File: src/rtl/sha3_digest_streamer.sv
// sha3_digest_streamer: captures the Keccak state on state_valid, keeps the
// SHA3-256 (lanes 0..3) or SHA3-512 (lanes 0..7) digest and streams it as an
// AXI-Stream master, DATA_WIDTH bits per beat, little-endian within each lane.
// Optional feature macro: SHA3_DROP_CNT_EN adds a saturating drop_cnt output.
module sha3_digest_streamer #(
   parameter int DATA_WIDTH = 16,
   parameter int ID_WIDTH   = 8
) (
   input  logic                      ACLK,
   input  logic                      ARESET,
   input  logic                      state_valid,
   input  logic [4:0][4:0][63:0]     state_in,
   input  logic                      mode,
   input  logic [ID_WIDTH-1:0]       id_in,
   output logic [DATA_WIDTH-1:0]     M_TDATA,
   output logic                      M_TVALID,
   input  logic                      M_TREADY,
   output logic                      M_TLAST,
   output logic [DATA_WIDTH/8-1:0]   M_TKEEP,
   output logic [ID_WIDTH-1:0]       M_TID,
   output logic                      busy,
   output logic                      drop
`ifdef SHA3_DROP_CNT_EN
   ,output logic [15:0]              drop_cnt
`endif
);

   localparam int NMAX = 512 / DATA_WIDTH;
   localparam int CW   = $clog2(NMAX);
   localparam logic [CW-1:0] LAST256 = CW'(256 / DATA_WIDTH - 1);
   localparam logic [CW-1:0] LAST512 = CW'(NMAX - 1);

   typedef enum logic {IDLE, SEND} state_t;

   state_t                             state;
   logic [NMAX-1:0][DATA_WIDTH-1:0]    dig;      // digest viewed as stream words
   logic [NMAX-1:0][DATA_WIDTH-1:0]    cap_dig;
   logic [CW-1:0]                      cnt;
   logic [CW-1:0]                      cnt_nx;
   logic                               mode_r;
   logic                               hs;
   logic                               last_hs;
   logic                               capture;
   logic                               discard;
   logic                               unused_lanes;

   // Linear lane i = x + 5*y; lane 0 sits in the low bits so word k is
   // simply the k-th DATA_WIDTH slice of the concatenation.
   assign cap_dig = {state_in[2][1], state_in[1][1], state_in[0][1],
                     state_in[4][0], state_in[3][0], state_in[2][0],
                     state_in[1][0], state_in[0][0]};

   // Lanes beyond the 512-bit digest are never stored.
   assign unused_lanes = ^{state_in[3][1], state_in[4][1],
                           state_in[0][4:2], state_in[1][4:2], state_in[2][4:2],
                           state_in[3][4:2], state_in[4][4:2]};

   assign hs      = M_TVALID & M_TREADY;
   assign last_hs = hs & M_TLAST;
   // A new state is taken when idle, or back-to-back with the final beat.
   assign capture = state_valid & ((state == IDLE) | last_hs);
   assign discard = state_valid & ~capture;
   assign cnt_nx  = cnt + 1'b1;
   assign M_TKEEP = {(DATA_WIDTH/8){M_TVALID}};

   // Capture / stream FSM with registered outputs.
   always_ff @(posedge ACLK) begin
      if (ARESET) begin
         state    <= IDLE;
         dig      <= '0;
         cnt      <= '0;
         mode_r   <= 1'b0;
         M_TDATA  <= '0;
         M_TVALID <= 1'b0;
         M_TLAST  <= 1'b0;
         M_TID    <= '0;
         busy     <= 1'b0;
         drop     <= 1'b0;
      end else begin
         drop <= discard;
         if (capture) begin
            state    <= SEND;
            busy     <= 1'b1;
            dig      <= cap_dig;
            mode_r   <= mode;
            M_TID    <= id_in;
            cnt      <= '0;
            M_TDATA  <= cap_dig[0];
            M_TVALID <= 1'b1;
            M_TLAST  <= 1'b0;         // every digest has at least four words
         end else if (last_hs) begin
            state    <= IDLE;
            busy     <= 1'b0;
            cnt      <= '0;
            M_TVALID <= 1'b0;
            M_TLAST  <= 1'b0;
         end else if (hs) begin
            cnt      <= cnt_nx;
            M_TDATA  <= dig[cnt_nx];
            M_TLAST  <= (cnt_nx == (mode_r ? LAST512 : LAST256));
         end
      end
   end

`ifdef SHA3_DROP_CNT_EN
   // Saturating count of discarded captures.
   always_ff @(posedge ACLK) begin
      if (ARESET)
         drop_cnt <= '0;
      else if (drop && drop_cnt != 16'hFFFF)
         drop_cnt <= drop_cnt + 16'd1;
   end
`endif

endmodule
File: config.mk
export PLATFORM = sky130hd
export DESIGN_NAME = sha3_digest_streamer
export DESIGN_NICKNAME = d
export VERILOG_FILES = /design/src/rtl/sha3_digest_streamer.sv
export SDC_FILE = /design/constraint.sdc
export NUM_CORES = 1
export LEC_CHECK = 0
export ABC_AREA = 1
export CAP_MARGIN = 25
export CORE_AREA = 2 2 642 644
export CTS_BUF_LIST = sky130_fd_sc_hd__clkbuf_16
export DETAILED_ROUTE_END_ITERATION = 12
export DIE_AREA = 0 0 644 646
export SLEW_MARGIN = 40
export SYNTH_ARGS = -nofsm -noshare
export SYNTH_HDL_FRONTEND = slang
export SYNTH_SLANG_ARGS = --single-unit
File: constraint.sdc
create_clock -name ACLK -period 2.5 [get_ports ACLK]
set_input_delay 0.5 -clock ACLK [delete_from_list [all_inputs] [get_ports ACLK]]
set_output_delay 0.5 -clock ACLK [all_outputs]
set_load 0.05 [all_outputs]
==> images/class_map.png <==
Fill, decap, tap and diode cells in gray.
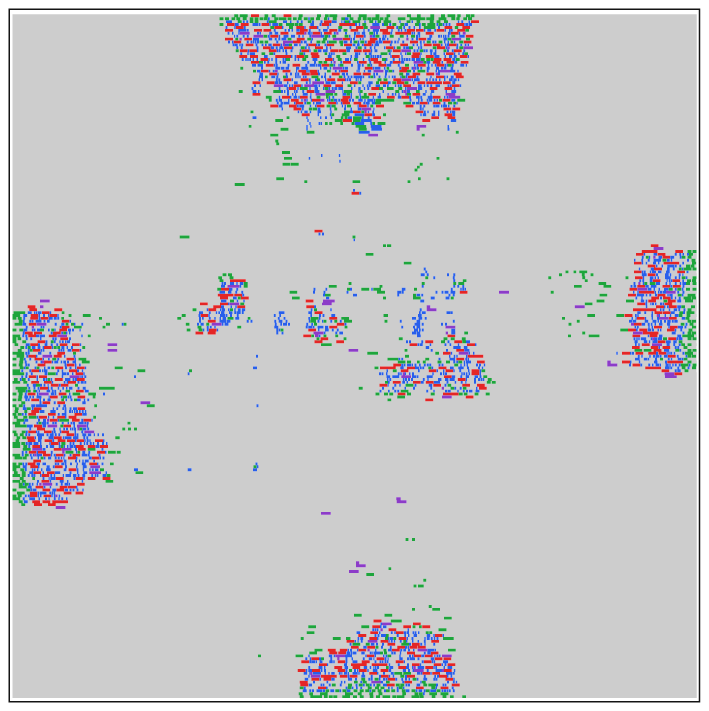
[red] sequential cells | cells: 545 | share of their area: 32%
[blue] remaining logic cells | cells: 2689 | share of their area: 36%
[green] remaining buffers and delay cells | cells: 846 | share of their area: 26%
[purple] clock drivers and dummy loads | cells: 125 | share of their area: 6.4%

==> images/placed.png <==
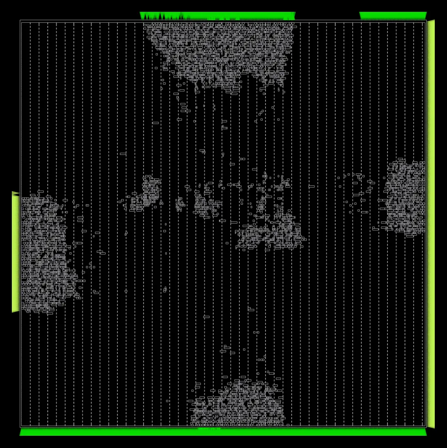
Core Area: 0.409 mm²
flop share of the area: 26.3%
number of fill cells in the layout: 47.7k
tapcells inserted: 5451

==> results.sh <==
# source this file to load flow results
export IMPL_period_used_pct=99.6
export IMPL_fin_util_pct=10.2
export IMPL_syn_area_mm2=0.0242
export IMPL_rrSetupSlack_ns=0.01
export IMPL_grt_pass1_wl_um=201000
export IMPL_outcome="completed"
export IMPL_clk_pin_slew_ns=0.06
export IMPL_combPwrFrac_pct=19.3
export IMPL_syn_to_final_growth_pct=71.5
export IMPL_grt_use_met1_pct=7.99
export IMPL_numCtsBuffers=72
export IMPL_critPathSlowestCell="o211ai_1"
export IMPL_busiest_layer="met2"
export IMPL_num_rows=235
export IMPL_grt_overflow=0
export IMPL_remaining_drc_errors=0
export IMPL_seqPwrFrac_pct=39.0
export IMPL_worst_ep_required_time_ns=3.15
export IMPL_placed_area_mm2=0.0387
export IMPL_critPathMaxStageDelay_ns=0.71
export IMPL_routed_via_density=2.65
export IMPL_setup_violations=0
export IMPL_worst_slack_ns=0.0112
export IMPL_period_needed_ns=2.49
export IMPL_first_iter_violations=1926
export IMPL_die_w_um=644
export IMPL_hold_viol=0
export IMPL_yosys_warnings=0
==> images/port_trees.png <==
The bar under the picture is 200 µm long.
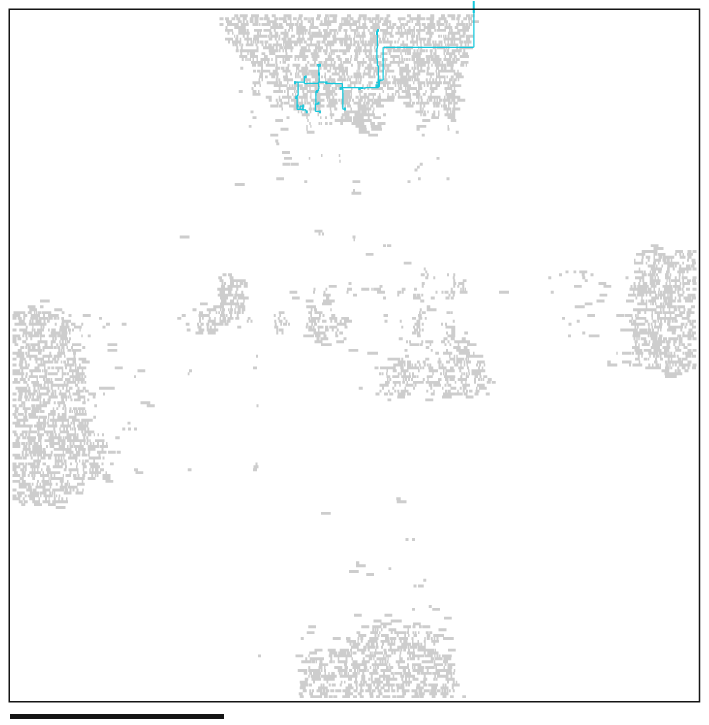
[cyan] ARESET | bits: 1 | direction: input | end cells: 19 | buffers: 2 | wire: 443 µm

==> images/route_heat.png <==
32 x 32 tiles, from dark blue (low) to red (high), scaled to the fullest tile. Values are wire area over tile area, all layers added.
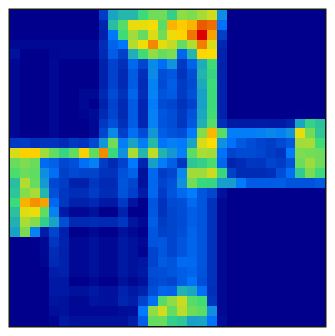
mean over tiles: 0.060
emptiest ninth of the die: lower right
nearly empty tiles: 45%
tiles over half the peak: 11%
densest ninth of the die: top center
fullest tile: 0.40

cells by family (layout without fill, tap and decap cells):
family | after synthesis | after routing | share of synthesized area, %
and+or+nand+nor | 1121 | 1121 | 19.9
AOI/OAI and AO/OA | 1048 | 1048 | 21.9
buffers and inverters | 799 | 1484 | 12.8
DFF | 545 | 545 | 45.1
xor gates and xnor gates | 5 | 5 | 0.290
adders and majority gates | 2 | 2 | 0.103
other | 0 | 23 | 0
cell usage in the layout (no fill, tap or decap), types with 2 or more instances in the layout:
| cell | instances |
|---|---|
| a21oi_1 | 507 |
| buf_12 | 91 |
| buf_16 | 4 |
| buf_4 | 193 |
| buf_6 | 8 |
| buf_8 | 5 |
| bufinv_16 | 5 |
| clkbuf_16 | 76 |
| clkdlybuf4s50_1 | 533 |
| clkinv_1 | 12 |
| clkinv_2 | 5 |
| clkinv_4 | 2 |
| clkinvlp_4 | 3 |
| dfxtp_1 | 544 |
| diode_2 | 23 |
| dlygate4sd2_1 | 9 |
| ha_4 | 2 |
| inv_1 | 524 |
| inv_2 | 2 |
| inv_6 | 6 |
| inv_8 | 5 |
| nand2_1 | 553 |
| nand3_1 | 431 |
| nand3_2 | 41 |
| nor2_1 | 92 |
| o211ai_1 | 16 |
| o21ai_0 | 522 |
| xnor2_4 | 2 |
| xor2_4 | 2 |
power by group through the flow:
stage	logic (mW)	clock network, mW	registers [mW]
6_report	4.73	10.2	9.57
4_1_cts	4.83	10.6	9.57
3_5_place_dp	4.79	0	9.76
5_1_grt	5.20	10.9	9.63
2_1_floorplan	1.88	0	9.84
3_3_place_gp	4.77	0	9.75
routing by layer:
metal  vias to the layer above  routed length [µm]
met5                         -                  95
met4                        16                7900
met3                       221                7410
met2                       786               80000
met1                     11900               60400
li1                      12700                   -
metrics by stage:
step           std cells  setup TNS [ns]  hold WS [ns]
6_report            9679               0         0.329
2_1_floorplan       3520               0         0.429
3_3_place_gp        9522           -1.69         0.441
5_1_grt             9671         -0.0280         0.297
3_5_place_dp        9522           -1.90         0.443
4_1_cts             9651         -0.0101         0.256
worst max-delay path: cells and delay by family, from the launching register on:
family	cells	cell delay (ns)
buffers and inverters	4	0.65
flip-flops	1	0.36
AND-OR/OR-AND	2	0.77
AND/OR/NAND/NOR	4	0.54
worst min path at each step:
stage | from | end | slack (ns)
floorplan | dig[100]$_SDFFE_PP0P_ | dig[100]$_SDFFE_PP0P_ | 0.43
global placement | dig[449]$_SDFFE_PP0P_ | dig[449]$_SDFFE_PP0P_ | 0.44
detailed placement | dig[108]$_SDFFE_PP0P_ | dig[108]$_SDFFE_PP0P_ | 0.44
CTS | id_in[0] | M_TID[0]$_SDFFE_PP0P_ | 0.26
global route | state_in[721] | dig[465]$_SDFFE_PP0P_ | 0.30
finish | id_in[0] | M_TID[0]$_SDFFE_PP0P_ | 0.33
flip-flops by register name, indices dropped and copies added, names as in the netlist:
register	flops
mode_r	1
dig	512
M_TLAST	1
M_TDATA	16
cnt	5
state	1
M_TID	8
drop	1
cell type report:
type	count	area share (%)
sequential	545	26.3
antenna	23	0.139
timing repair buffer	846	21.8
multi-input combinational	2176	25.3
clock buffer	73	4.40
tap	5451	16.4
inverter	513	4.71
clock inverter	52	0.956
Power is estimated from default activity; no workload was simulated.
